<file path="config.mk">
export PLATFORM = sky130hd
export DESIGN_NAME = parking_gate_arbiter
export DESIGN_NICKNAME = d
export VERILOG_FILES = /design/src/rtl/parking_gate_arbiter.sv
export SDC_FILE = /design/constraint.sdc
export NUM_CORES = 1
export LEC_CHECK = 0
export CORE_MARGIN = 2
export CORE_UTILIZATION = 53
export DETAILED_ROUTE_END_ITERATION = 10
export PLACE_DENSITY = 0.87
export RECOVER_POWER = 50
export SLEW_MARGIN = 20
export SYNTH_ARGS = -nofsm -noshare
export SYNTH_HDL_FRONTEND = slang
export SYNTH_SLANG_ARGS = --single-unit
</file>
<file path="constraint.sdc">
create_clock -name clk -period 2.63 [get_ports clk]
set_input_delay 0.526 -clock clk [delete_from_list [all_inputs] [get_ports clk]]
set_output_delay 0.526 -clock clk [all_outputs]
set_load 0.02 [all_outputs]
</file>
<file path="src/rtl/parking_gate_arbiter.sv">
// Shares one barrier gate between entry and exit lanes: round-robin arbitration, password check, open/clear sequencing, occupancy.
// Latency: entry opens 1 cycle after grant (CHECK); exit opens on the grant edge. Lanes are held off outside IDLE; all outputs are registered-state decodes.
module parking_gate_arbiter #(
  parameter int         CAPACITY    = 8,
  parameter int         OPEN_CYCLES = 4,
  parameter logic [1:0] PW1         = 2'b01,
  parameter logic [1:0] PW2         = 2'b10
) (
  input  logic       clk,
  input  logic       reset,
  input  logic       entrance_sensor,
  input  logic       exit_sensor,
  input  logic [1:0] password_user1,
  input  logic [1:0] password_user2,
  output logic       gate_open,
  output logic       green_light,
  output logic       red_light,
  output logic       grant_entry,
  output logic       grant_exit,
  output logic [3:0] occupancy,
  output logic       full
);

  typedef enum logic [2:0] {
    IDLE, CHECK, WRONG_PW, FULL_DENY, ENTRY_OPEN, EXIT_OPEN, CLEAR
  } state_t;

  localparam logic [3:0] CAP       = 4'(CAPACITY);
  localparam logic [7:0] OPEN_LOAD = 8'(OPEN_CYCLES - 1);

  state_t     state, state_nxt;
  logic [7:0] cnt;
  logic       owner_exit;
  logic       last_exit;
  logic       cnt_load, cnt_dec, occ_inc, occ_dec, grant, win_exit;
  logic       exit_elig, pw_ok;

  assign exit_elig = exit_sensor && (occupancy != 4'd0);
  assign pw_ok     = (password_user1 == PW1) && (password_user2 == PW2);

  always_ff @(posedge clk or negedge reset) begin
    if (!reset) begin
      state      <= IDLE;
      cnt        <= 8'd0;
      occupancy  <= 4'd0;
      full       <= 1'b0;
      owner_exit <= 1'b0;
      last_exit  <= 1'b1;  // pretend exit won last so entry is favoured first
    end else begin
      state <= state_nxt;
      if (cnt_load)
        cnt <= OPEN_LOAD;
      else if (cnt_dec)
        cnt <= cnt - 8'd1;
      if (grant) begin
        owner_exit <= win_exit;
        last_exit  <= win_exit;
      end
      if (occ_inc && occupancy != CAP) begin
        occupancy <= occupancy + 4'd1;
        full      <= (occupancy + 4'd1) == CAP;
      end else if (occ_dec && occupancy != 4'd0) begin
        occupancy <= occupancy - 4'd1;
        full      <= 1'b0;
      end
    end
  end

  always_comb begin
    state_nxt = state;
    cnt_load  = 1'b0;
    cnt_dec   = 1'b0;
    occ_inc   = 1'b0;
    occ_dec   = 1'b0;
    grant     = 1'b0;
    win_exit  = 1'b0;
    unique case (state)
      IDLE: begin
        if (entrance_sensor || exit_elig) begin
          grant    = 1'b1;
          win_exit = (entrance_sensor && exit_elig) ? ~last_exit : exit_elig;
          if (win_exit) begin
            state_nxt = EXIT_OPEN;
            cnt_load  = 1'b1;
          end else begin
            state_nxt = full ? FULL_DENY : CHECK;
          end
        end
      end
      CHECK, WRONG_PW: begin
        if (pw_ok) begin
          state_nxt = ENTRY_OPEN;
          cnt_load  = 1'b1;
        end else if (state == CHECK) begin
          state_nxt = WRONG_PW;
        end else if (!entrance_sensor) begin
          state_nxt = IDLE;
        end
      end
      FULL_DENY: begin
        if (!entrance_sensor)
          state_nxt = IDLE;
      end
      ENTRY_OPEN, EXIT_OPEN: begin
        if (cnt == 8'd0) begin
          state_nxt = CLEAR;
          occ_inc   = (state == ENTRY_OPEN);
          occ_dec   = (state == EXIT_OPEN);
        end else begin
          cnt_dec = 1'b1;
        end
      end
      CLEAR: begin
        if (owner_exit ? !exit_sensor : !entrance_sensor)
          state_nxt = IDLE;
      end
      default: state_nxt = IDLE;
    endcase
  end

  always_comb begin
    gate_open   = (state == ENTRY_OPEN) || (state == EXIT_OPEN);
    green_light = gate_open;
    red_light   = (state == WRONG_PW) || (state == FULL_DENY);
    grant_entry = (state == CHECK) || (state == WRONG_PW) || (state == FULL_DENY) ||
                  (state == ENTRY_OPEN) || ((state == CLEAR) && !owner_exit);
    grant_exit  = (state == EXIT_OPEN) || ((state == CLEAR) && owner_exit);
  end

endmodule

</file>
==> notes.md, run 1 <==
Quick summary of the implementation run below.

The synthesis area per yosys came out at 1217 sq um. The worst hold path terminates at occupancy[3]. The sequential group share of total power is 36.3%.

Summing over every cut layer, the via total after detailed routing is 968. The cell sitting at the root of the clock tree is a sky130_fd_sc_hd__clkbuf_4. The finished design was reported to have a net count of 157. The maximum buffer depth of the clock tree is 2. The main area contributors are sky130_fd_sc_hd__dfrtp_1, sky130_fd_sc_hd__xor2_1, sky130_fd_sc_hd__a31oi_1. The setup slack of the critical path after layout came out at 0.1616 ns. Per the final timing report, the hold violations number 0. The worst hold path class is reg -> reg. Setup violations remaining at the end of the flow were counted as 0.

The post-placement worst setup slack came out at 0.5202 ns. The highest fanout seen on the critical path is 15. STA classifies the critical path endpoint as an output pin.

Looking at the reg2reg group, the worst path ends at cnt[1]. The final total negative setup slack came out at 0 ns. Net switching is 45.19% of the power. On the critical path, the stage with the largest delay is an instance of sky130_fd_sc_hd__dfrtp_1. STA lists the startpoint of the worst hold path as occupancy[3]. The worst flop-to-flop path startpoint is occupancy[1]. The number of buffers added to fix hold violations after cts is 0.

The worst setup path category is reg -> out. The flop and latch count out of synthesis came out at 18. The final standard cell utilization of the core came out at 65.45%.

The number of nets produced by synthesis came out at 141. Looking at the max-slew report, the worst-margin pin has a slew of 0.8168 ns. Per the synthesis report, the dominant area consumer among library cells is sky130_fd_sc_hd__dfrtp_1. The kind of cell with the highest combined delay along the critical path is buffers and inverters. After the flow finishes, the layout carries non-filler instances totaling 172. The combined global-route utilization of all metal layers came out at 21.23%. Listed in order, past its start point the critical path passes nor3_1 -> buf_4 -> a21oi_1 -> clkdlybuf4s50_1.

The ratio of final minimum period to clock period is 93.86%. The via count of the first global-routing pass is 946. The worst reg-to-reg setup slack came out at 0.53 ns. The flow ran to the end, and the final reports show no timing, DRC or antenna violations.

For reference, the placement row count at floorplan is 17. At the worst endpoint, the required time is 2.10 ns. The detailed router reported a total wirelength of 2407 microns.

The internal cell power is 884.5 uW. The final RePlAce weighted congestion came out at 0.8589. The number of cells on the worst reg-to-reg path is 8. The number of warnings issued by yosys came out at 0. The final count of pins violating max slew is 0. Entering global routing, the biggest net connects 19 pins. The detailed-placement wirelength estimate is 1733 microns. The layout summary lists the proportion of cells stronger than drive strength 1 as 13.19%. The fraction of post-synthesis cell area in the top cell type by area is 34.94%.

The share of the core area taken by cells at floorplan is 55.57%. The clock latency reported for the late side of the worst-skew pair is 0.29 ns. The worst hold margin came out at 0.5588 ns.

The floorplan die height is 51.93 microns. The number of antenna diodes in the final layout is 0. The average wire length per cell after detail routing came out at 13.99 microns. The timing-limited maximum frequency is 0.4051 GHz. The CTS sink count is 18. The part of the power in combinational logic came out at 52.9%.

The maximum vdd ir drop came out at 740.9 uV. The number of different library cells in the post-synthesis netlist is 46. The remaining max-slew budget at the tightest pin is 45.37%. Summed over all cells, the static leakage comes to 0.6105 nW. The floorplan step defined a die boundary enclosing 2696 sq um.
[run 1: Yosys cell counts (all sizes together) (5+ instances only)]
| cell | instances |
|---|---|
| dfrtp | 17 |
| a21oi | 5 |
| a31oi | 9 |
| o21ai | 5 |
| nand3 | 5 |
| nor2b | 5 |
| xor2 | 7 |
| nor2 | 9 |
| nand2 | 11 |
| inv | 5 |
| nand2b | 5 |
[run 1: through the flow]
stage	instance area (sq um)	total power, mW
6_report	1434	1.614
5_1_grt	1434	1.755
4_1_cts	1434	1.622
3_5_place_dp	1398	1.444
3_3_place_gp	1398	1.404
2_1_floorplan	1217	1.199
[run 1: cell families after synthesis]
group	Yosys count	share of synthesized area [%]
AND-OR/OR-AND	33	20.66
XOR/XNOR	10	7.195
adder cells (fa/ha/maj)	4	4.111
buffers and inverters	13	4.830
flip-flops	18	37.10
multiplexers	1	0.8222
AND/OR/NAND/NOR	50	25.28
[run 1: power by group through the flow]
stage / combinational [mW] / clock (mW) / sequential (mW)
2_1_floorplan: 0.663 / 0 / 0.535
3_3_place_gp: 0.829 / 0 / 0.575
3_5_place_dp: 0.857 / 0 / 0.587
4_1_cts: 0.861 / 0.178 / 0.583
5_1_grt: 0.949 / 0.193 / 0.613
6_report: 0.853 / 0.175 / 0.586
[run 1: worst max-delay path by stage]
| stage | endpoint | slack (ns) | depth (start not counted) |
|---|---|---|---|
| 3_3_place_gp | grant_entry | 0.57 | 4 |
| 3_5_place_dp | grant_entry | 0.52 | 4 |
| 5_1_grt | grant_entry | 0.04 | 4 |
| 6_report | grant_entry | 0.16 | 4 |
| 4_1_cts | grant_entry | 0.18 | 4 |
| 2_1_floorplan | occupancy[2] | 0.69 | 8 |
[run 1: per-layer routing]
layer,track usage [%],part of all wire (%)
met1,26.51,47
met2,36.50,49
met3,2.586,2.5
met4,9.211,0.71
met5,0,0
[run 1: state kept, by name, indices dropped and copies added, names as in the netlist]
register    cells
cnt             8
full            1
last_exit       1
occupancy       4
owner_exit      1
state           3
[run 1: cell type report]
| cell class | instances | area [sq um] |
|---|---|---|
| fillers | 185 | 757.0 |
| multi-input cells | 98 | 706.9 |
| flip-flops and latches | 18 | 451.7 |
| repair buffers | 19 | 185.2 |
| clock buffers | 4 | 36.28 |
| well taps | 28 | 35.03 |
| inverters | 5 | 18.77 |
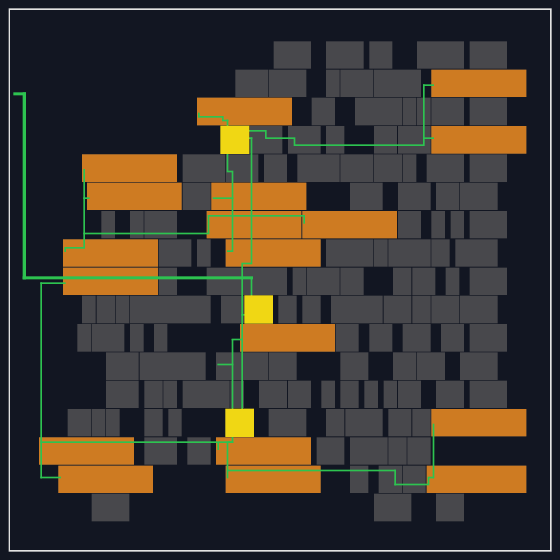
run_1/clock_wires.png
- green: clock wires (length 242 microns)
- orange: flip-flops (count 18)
- yellow: clock-net drivers (count 3)
- routed clock nets: 4
- flops lie: all over the die

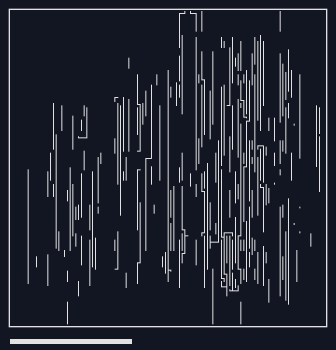
run_1/m2.png
Bar = 20 microns.
- main direction: vertical
- longest straight run: 34.7 microns

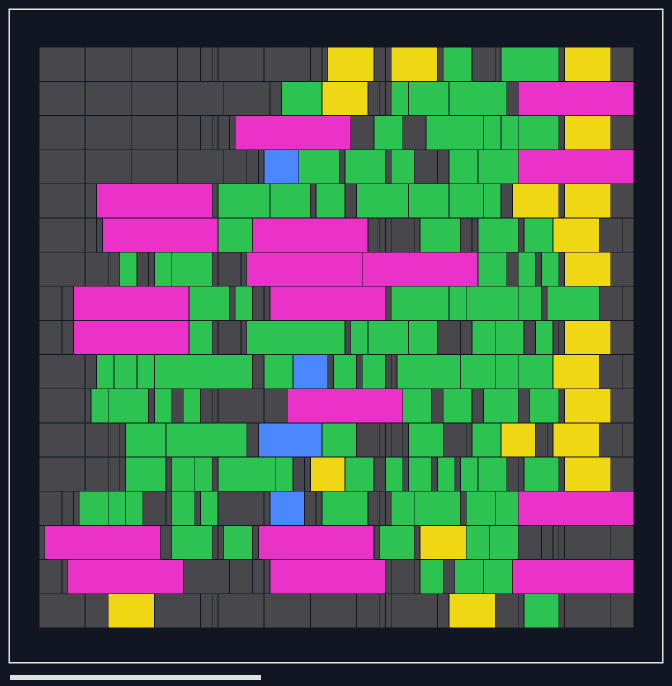
run_1/class_map.png
Bar = 20 microns. Fill, decap, tap and diode cells in grey.
- green: remaining logic cells (cells 103)
- magenta: sequential cells (cells 18)
- blue: clock drivers and dummy loads (cells 4)
- yellow: remaining buffers and delay cells (cells 19)

run_1/floorplan.png
Pins as bars on the die edge. Tap cells in grey.
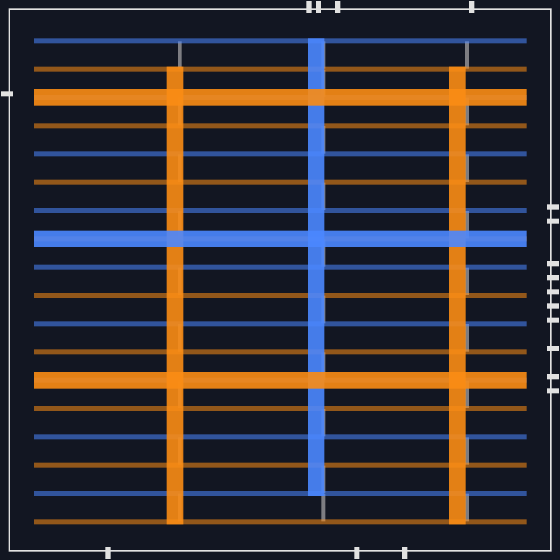

==> inputs of run 2 (changes only) <==
--- a/config.mk
+++ b/config.mk
@@ -8,7 +8,7 @@
 export CORE_MARGIN = 2
 export CORE_UTILIZATION = 53
 export DETAILED_ROUTE_END_ITERATION = 10
-export PLACE_DENSITY = 0.87
+export PLACE_DENSITY = 0.8
 export RECOVER_POWER = 50
 export SLEW_MARGIN = 20
 export SYNTH_ARGS = -nofsm -noshare
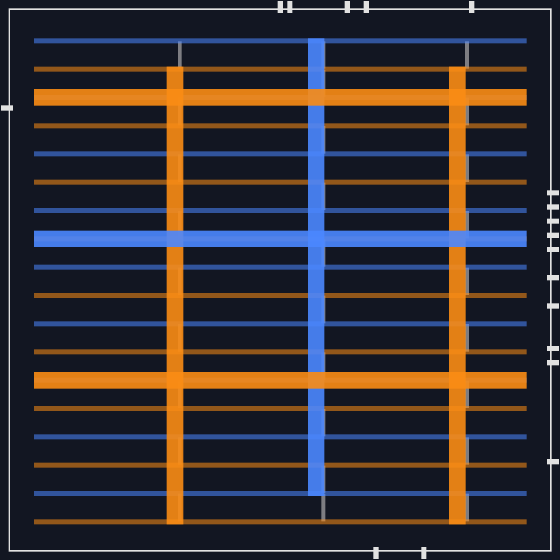
run_2/floorplan.png
Pins as bars on the die edge. Tap cells in grey.
- orange: VSS
- blue: VDD
- tap cells: 28
- rows: 17
- met5 straps: 3
- signal pins: 18

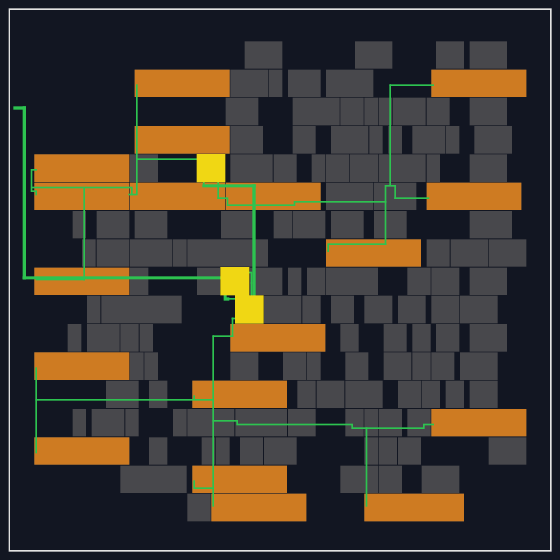
run_2/clock_wires.png
- yellow: clock-net drivers (count 3)
- orange: flip-flops (count 18)
- green: clock wires (length 241 microns)
- routed clock nets: 4
- flops lie: all over the die

==> run 2 against run 1 <==
Critical path depth shrank 1. Via count rose by 0.93%. Sequential share of layout area unchanged. Die area is the same. Critical endpoint is now grant_exit. Clock power barely moved. Wire length rose by 1.8%.
==> notes.md, run 2 <==
Quick summary of the implementation run below.

The run finished with clean final reports. More flip-flops sit in one register than any other, and that register is cnt. The starting density of the core is 55.57% (unchanged). The final tally of setup violations is 0 (unchanged). The number of flip-flops under the largest register name is 8 (unchanged). The time the worst path needs with I/O delays and setup came out at 2.446 ns.

The tool warning count is 28. The final standard cell utilization of the core is 65.45% (unchanged). In this run the critical register-to-register path is captured at cnt[0]. The path with the worst hold slack has its endpoint at occupancy[3]. Counting only logic cells after layout, the most numerous master is sky130_fd_sc_hd__dfrtp_1. The remaining max-slew budget at the tightest pin is 43.49% (-1.9 points).

The OpenROAD report gives the critical path a data arrival time of 1.92 ns. The transition time at the pin with the least slew margin came out at 0.8449 ns (+0.02807 ns). The final count of pins violating max slew came out at 0 (unchanged). The number of cells on the worst reg-to-reg path came out at 8 (unchanged). The number of buffers added to fix hold violations after cts is 0 (unchanged). The fraction of post-synthesis cell area in the top cell type by area came out at 34.94% (unchanged). For this run, the leading register cell type out of synthesis is sky130_fd_sc_hd__dfrtp_1. The highest fanout seen on the critical path was 15 (unchanged). The report lists the cells along the critical path as nand3b_1 -> a21boi_0 -> clkdlybuf4s50_1. The synthesized instance count is 129.

In the CTS report, the clock slew at the register clock pins of the worst setup and hold paths is listed as 0.11 ns. The maximum buffer depth of the clock tree is 2 (unchanged). STA lists the startpoint of the worst hold path as occupancy[3]. The count of nets after finishing came to 157 (unchanged).

sky130_fd_sc_hd__dfrtp_1 is the most common cell in the netlist. The required time at the endpoint of the critical path was 2.10 ns (about the same). Of all flip-flops after synthesis, the portion carrying an async set or reset was 100.0%. The clock latency reported for the late side of the worst-skew pair came to 0.30 ns (about the same). The via count of the first global-routing pass is 883 (-6.7%).

The wire length reported by the detailed router is 2450 microns (+1.8%). The detailed-placement wirelength estimate is 1772 microns (+2.3%). The number of rows in the core area is 17 (unchanged). The slowest stage of the critical path is the sky130_fd_sc_hd__clkdlybuf4s50_1 cell. The horizontal die dimension came out at 51.93 microns. The iteration count of the initial detailed-routing pass is 4. The cell count of the worst hold path came out at 1.

The timing-limited maximum frequency is 0.4088 GHz (+0.92%). In the post-synthesis netlist, the biggest area contributors are sky130_fd_sc_hd__dfrtp_1, sky130_fd_sc_hd__xor2_1, sky130_fd_sc_hd__a31oi_1. The final RePlAce weighted congestion is 0.8135 (-5.3%). The final antenna diode count is 0 (unchanged). The static power due to leakage came out at 0.6105 nW (unchanged). The number of hold violations in the final report was 0 (unchanged). The initial antenna violation count is 0.

The endpoint class of the critical path is an output pin. The H-tree depth reported by CTS came out at 1. The total power draw is 1.614 mW (about the same).

The number of setup buffers added after CTS is 0. The overall chip area is 2696 sq um (unchanged). The largest net degree at the start of global routing is 19 (unchanged).

Ranked by instance count, the synthesized netlist is headed by sky130_fd_sc_hd__dfrtp_1, sky130_fd_sc_hd__nand2_1, sky130_fd_sc_hd__nor2_1. The average wire length per cell after detail routing came out at 14.24 microns (+1.8%). The CTS root buffer is sky130_fd_sc_hd__clkbuf_4. In the Yosys report the total cell count is 129.

The number of ports placed on the die boundary came out at 18. The number of warnings issued by yosys is 0 (unchanged). The tightest min-delay check is of the reg -> reg type. The combined global-route utilization of all metal layers came to 20.17% (-1.1 points). The floorplan die height is 51.93 microns (unchanged).

Dividing the detail-routed via count by the number of cells gives 5.680. The worst hold margin came out at 0.5725 ns (+0.01366 ns). The worst setup path is launched from a flip-flop. The vias after detailed routing came out at 977 (+0.93%). The number of nets produced by synthesis is 141 (unchanged). The synthesized cell area is 1217 sq um. The maximum vdd ir drop came out at 601.1 uV (-19%). The flop and latch count out of synthesis came out at 18 (unchanged). The count of nets left with antenna violations once routing finished came out at 0. The number of buffers inserted by port buffering came out at 17. The worst reg-to-reg setup slack came out at 0.54 ns (about the same).

The final total negative setup slack was 0 ns (unchanged). The CTS sink count is 18 (unchanged). The share of cells above drive strength 1 came out at 13.19% (unchanged). For reference, the most critical setup path is categorized as reg -> out. The registers reported with the highest flop counts are cnt (8), occupancy (4), state (3). Looking at area per cell type in the netlist, the leader is sky130_fd_sc_hd__dfrtp_1. The number of fill cells came out at 182 (-1.6%). The number of cells in the finished layout apart from fillers was 172 (unchanged).

The number of different library cells in the post-synthesis netlist is 46 (unchanged). Per the post-synthesis stats, the area per cell is 9.437 sq um. The total overflow reported by the global router came out at 0. The post-synthesis to final-layout area growth came out at 17.78%. The synthesis area per yosys came out at 1217 sq um (unchanged). The ratio of final minimum period to clock period was 93.00% (-0.85 points). Looking at the reg2reg group, the worst path starts from occupancy[1].
[run 2: worst max-delay path: cells and delay by family, from the launching register on]
kind,cells,cell delay [ns]
AND/OR/NAND/NOR,1,0.26
buffers and inverters,1,0.62
flip-flops,1,0.57
AND-OR/OR-AND,1,0.18
[run 2: stage by stage]
stage / area, sq um / setup WS [ns]
after floorplan: 1217 / 0.6911
after global placement: 1398 / 0.5684
after detailed placement: 1398 / 0.5302
after CTS: 1434 / 0.1973
after global routing: 1434 / 0.1117
final: 1434 / 0.1840
[run 2: worst max-delay path by stage]
stage / from / to / cells past startpoint
final: state[0] / grant_exit / 3
after global routing: state[0] / grant_exit / 3
after CTS: state[0] / grant_exit / 3
after detailed placement: state[0] / grant_exit / 3
after global placement: entrance_sensor / cnt[5] / 7
after floorplan: occupancy[0] / occupancy[2] / 8
[run 2: cells by family after synthesis]
family	after synthesis	synth area share [%]
AND-OR/OR-AND	33	20.66
XOR/XNOR	10	7.195
adder cells (fa/ha/maj)	4	4.111
buffers and inverters	13	4.830
flip-flops	18	37.10
multiplexers	1	0.8222
AND/OR/NAND/NOR	50	25.28
[run 2: final cells by class]
class	instances	area [sq um]	area share [%]
repair buffers	19	185.2	12.91
inverters	5	18.77	1.309
well taps	28	35.03	2.443
multi-input cells	98	706.9	49.30
flip-flops and latches	18	451.7	31.50
clock buffers	4	36.28	2.531
[run 2: metal layers]
layer / GRT usage (%) / part of all wire [%] / wire length (microns) / vias up
met4: 6.579 / 1.1 / 27 / 0
met5: 0 / 0 / 0 / -
met1: 25.50 / 47 / 1152 / 457
met2: 34.60 / 48 / 1186 / 23
li1: - / - / - / 493
met3: 3.448 / 3.4 / 84 / 4
[run 2: report_power, final]
part	total, mW	switching [mW]	internal [mW]	leakage [nW]
clock	0.173	0.0886	0.0843	0.0210
combinational	0.851	0.442	0.409	0.363
sequential	0.590	0.201	0.390	0.226
run_2/class_map.png
Bar = 20 microns. Fill, decap, tap and diode cells in grey.
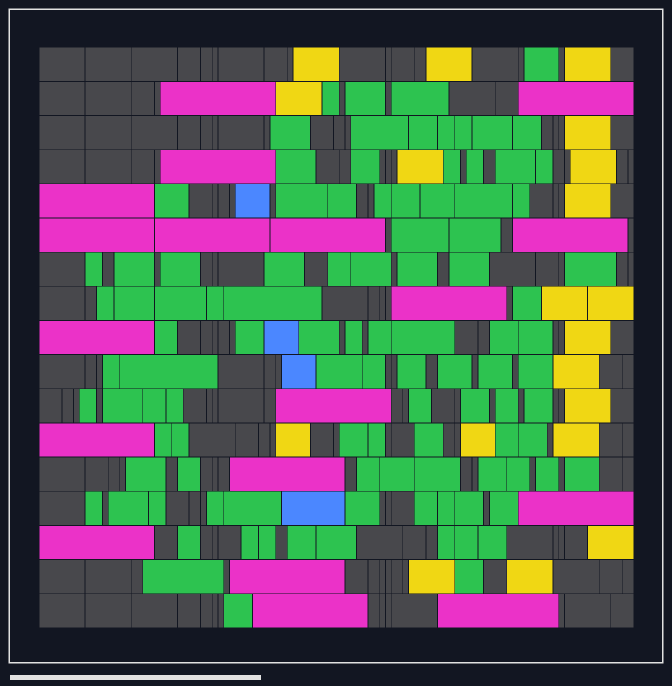

==> inputs of run 3 (changes only) <==
--- a/config.mk
+++ b/config.mk
@@ -5,10 +5,11 @@
 export SDC_FILE = /design/constraint.sdc
 export NUM_CORES = 1
 export LEC_CHECK = 0
+export ABC_AREA = 1
 export CORE_MARGIN = 2
-export CORE_UTILIZATION = 53
+export CORE_UTILIZATION = 54
 export DETAILED_ROUTE_END_ITERATION = 10
-export PLACE_DENSITY = 0.8
+export PLACE_DENSITY = 0.81
 export RECOVER_POWER = 50
 export SLEW_MARGIN = 20
 export SYNTH_ARGS = -nofsm -noshare
==> constraint.sdc (replaced) <==
create_clock -name clk -period 2.7 [get_ports clk]
set_input_delay 0.54 -clock clk [delete_from_list [all_inputs] [get_ports clk]]
set_output_delay 0.54 -clock clk [all_outputs]
set_load 0.02 [all_outputs]
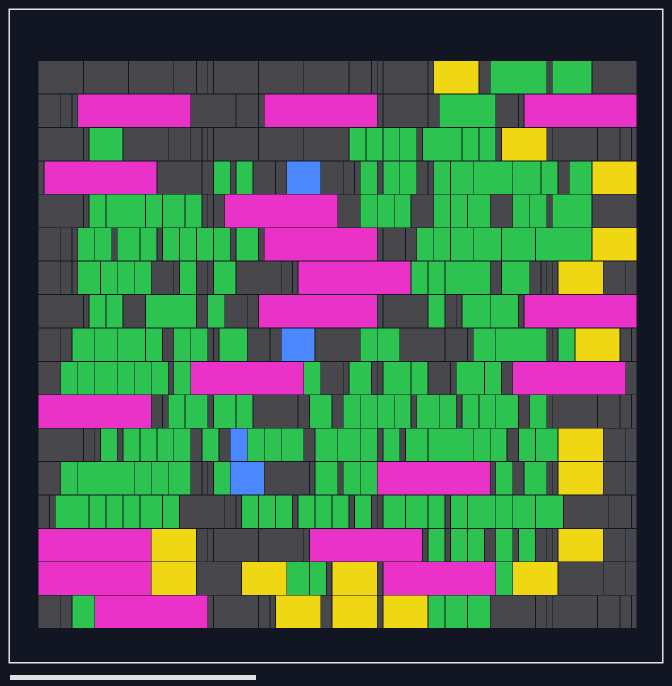
run_3/class_map.png
Bar = 20 microns. Fill, decap, tap and diode cells in grey.
- magenta: sequential cells (cells 18)
- green: remaining logic cells (cells 171)
- yellow: remaining buffers and delay cells (cells 17)
- blue: clock drivers and dummy loads (cells 4)

==> run 3 against run 2 <==
Wire length grew 12%. Count of clock-buffer cells in the layout is the same. Critical path type unchanged. Sequential power shrank 12%. Core utilization grew 0.92 points. Sequential share of layout area shrank 1.3 points. Final cell count grew 38%. Cell area grew 4.4%. Critical endpoint is now grant_entry. Global-route usage grew 3.3 points.
==> notes.md, run 3 <==
Quick summary of the implementation run below.

The flow ran to the end, and the final reports show no timing, DRC or antenna violations. The transition time at the pin with the least slew margin came out at 0.8430 ns (-0.001866 ns). The total power draw came to 1.807 mW (+12%).

The floorplan die height came to 53.09 microns (+2.2%). The share of flip-flops with an asynchronous set or reset after synthesis is 100.0% (unchanged). The largest registers in the layout are cnt (8), occupancy (4), state (3). The root buffer cell chosen for the clock tree is sky130_fd_sc_hd__clkbuf_4. The post-synthesis to final-layout area growth came out at 15.00%.

The iteration count of the initial detailed-routing pass came out at 4 (unchanged). The horizontal die dimension is 53.09 microns (+2.2%). The share of cells above drive strength 1 is 6.190% (-7.0 points). The largest total area in the synthesized netlist belongs to sky130_fd_sc_hd__dfrtp_1.

The number of hold violations in the final report came out at 0 (unchanged). The total overflow reported by the global router came out at 0 (unchanged). The remaining max-slew budget at the tightest pin is 43.61% (+0.12 points).

The wire length reported by the detailed router came to 2755 microns (+12%). The main area contributors are sky130_fd_sc_hd__dfrtp_1, sky130_fd_sc_hd__nand2_1, sky130_fd_sc_hd__inv_1. Counting flops per register, the top entry is cnt. The CTS sink count came out at 18 (unchanged). The overall chip area came to 2819 sq um (+4.5%). The sequential fraction of the synthesis area is 34.71%. The via count of the first global-routing pass is 1,186 (+34%). The count of nets after finishing came to 223 (+42%). The remaining number of nets flagged by the antenna check after routing came out at 0 (unchanged). The detailed-placement wirelength estimate is 2102 microns (+19%). The starting density of the core came out at 57.71% (+2.1 points). The final antenna diode count is 0 (unchanged). The total cells reported by yosys after synthesis is 192 (+49%). The static power due to leakage came out at 0.7667 nW (+26%).

The most frequent logic cell in the layout is sky130_fd_sc_hd__nand2_1. The required time at the endpoint of the critical path is 2.16 ns (+0.06 ns). The library cell with the highest instance count after synthesis is sky130_fd_sc_hd__nand2_1.

The final RePlAce weighted congestion is 0.7970 (-2.0%). The number of nets produced by synthesis is 204 (+45%). The initial antenna violation count came out at 0 (unchanged). The largest net degree at the start of global routing is 19 (unchanged). For reference, the top cells by count after synthesis are sky130_fd_sc_hd__nand2_1, sky130_fd_sc_hd__inv_1, sky130_fd_sc_hd__nor2_1.

The data arrival time of the worst path came out at 1.90 ns (-0.02 ns). The via density per instance is 5.231 (-7.9%). The worst setup path is launched from a flip-flop. The maximum vdd ir drop is 771.1 uV (+28%). The number of buffers added to fix hold violations after cts came out at 0 (unchanged). The cell count after synthesis came out at 192 (+49%). The number of ports placed on the die boundary is 18 (unchanged).

For this run, the leading register cell type out of synthesis is sky130_fd_sc_hd__dfrtp_1. The ratio of final minimum period to clock period is 90.39%. The number of cells in the finished layout apart from fillers came out at 238 (+38%). The number of different library cells in the post-synthesis netlist is 25 (-46%).

The post-synthesis area per instance came to 6.777 sq um (-28%). The number of flip-flops under the largest register name came out at 8 (unchanged). The timing-limited maximum frequency came out at 0.4097 GHz. The H-tree depth reported by CTS is 1 (unchanged). The number of buffers inserted by port buffering came out at 17 (unchanged).

The vias after detailed routing was 1,245 (+27%). The clock-pin transition on the worst setup and hold timing paths was 0.11 ns (about the same). The final count of pins violating max slew came out at 0 (unchanged).

The endpoint class of the critical path is an output pin. The number of warnings issued by yosys came out at 0 (unchanged). The final total negative setup slack came out at 0 ns (unchanged). The worst hold margin was 0.5088 ns (-0.06370 ns). The tool warning count is 28 (unchanged). The synthesized cell area is 1301 sq um (+6.9%). The number of fill cells came to 190 (+4.4%).

The maximum buffer depth of the clock tree is 2 (unchanged). The final standard cell utilization of the core came out at 66.37% (+0.92 points). The highest fanout seen on the critical path was 6 (-9).
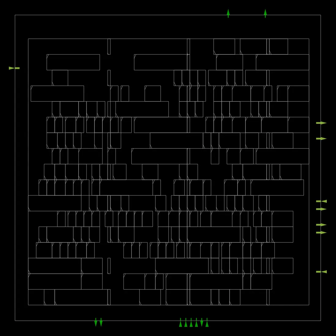
run_3/placed.png
# rows: 17
core box area: 2255 sq um
flop share of the area: 30.18%

-- run 3: final timing paths --
check	start	endpoint	slack (ns)	cells past startpoint
min in group asynchronous	reset	owner_exit	0.78	1
setup reg to reg	occupancy[0]	cnt[7]	0.76	8
setup / recovery	state[0]	grant_entry	0.26	6
hold / removal	last_exit	last_exit	0.51	2
max in group asynchronous	reset	cnt[5]	1.40	1
hold reg to reg	last_exit	last_exit	0.51	2
-- run 3: power breakdown --
part | internal (mW) | switching [mW] | leakage [nW]
combinational | 0.434 | 0.702 | 0.526
clock | 0.0575 | 0.0915 | 0.0150
sequential | 0.392 | 0.130 | 0.226
total | 0.884 | 0.923 | 0.767
-- run 3: metrics by stage --
step	cell area, sq um	worst slack [ns]
2_1_floorplan	1301	0.9822
3_3_place_gp	1483	0.6493
3_5_place_dp	1483	0.6101
4_1_cts	1509	0.2605
5_1_grt	1496	0.1798
6_report	1496	0.2595
-- run 3: cell families after synthesis --
logic type	synth area share (%)
compound gates	5.962
fa+ha+maj	3.846
flops	34.71
simple gates	42.31
xor+xnor	2.692
buf+inv	10.48
-- run 3: cell type report --
class | instances | area, sq um | area share (%)
inverter | 30 | 112.6 | 7.525
clock buffer | 4 | 26.28 | 1.756
timing repair buffer | 17 | 170.2 | 11.37
sequential | 18 | 451.7 | 30.18
multi-input combinational | 141 | 700.7 | 46.82
tap | 28 | 35.03 | 2.341
-- run 3: critical path: stages, from the launching register on --
cell and delay (ns):
sky130_fd_sc_hd__dfrtp_1 0.47, sky130_fd_sc_hd__nor2_2 0.15, sky130_fd_sc_hd__nand2_1 0.09, sky130_fd_sc_hd__inv_1 0.15
sky130_fd_sc_hd__nor2_1 0.06, sky130_fd_sc_hd__o21ai_0 0.06, sky130_fd_sc_hd__clkdlybuf4s50_1 0.62
-- run 3: per-layer routing --
| layer | share of wire, % | GRT usage, % | wire length [microns] |
|---|---|---|---|
| met1 | 45 | 28.06 | 1250 |
| met2 | 50 | 41.67 | 1384 |
| met3 | 3.7 | 3.672 | 102 |
| met4 | 0.62 | 8.974 | 17 |
| met5 | 0 | 0 | 0 |
Power and IR drop assume default switching activity.
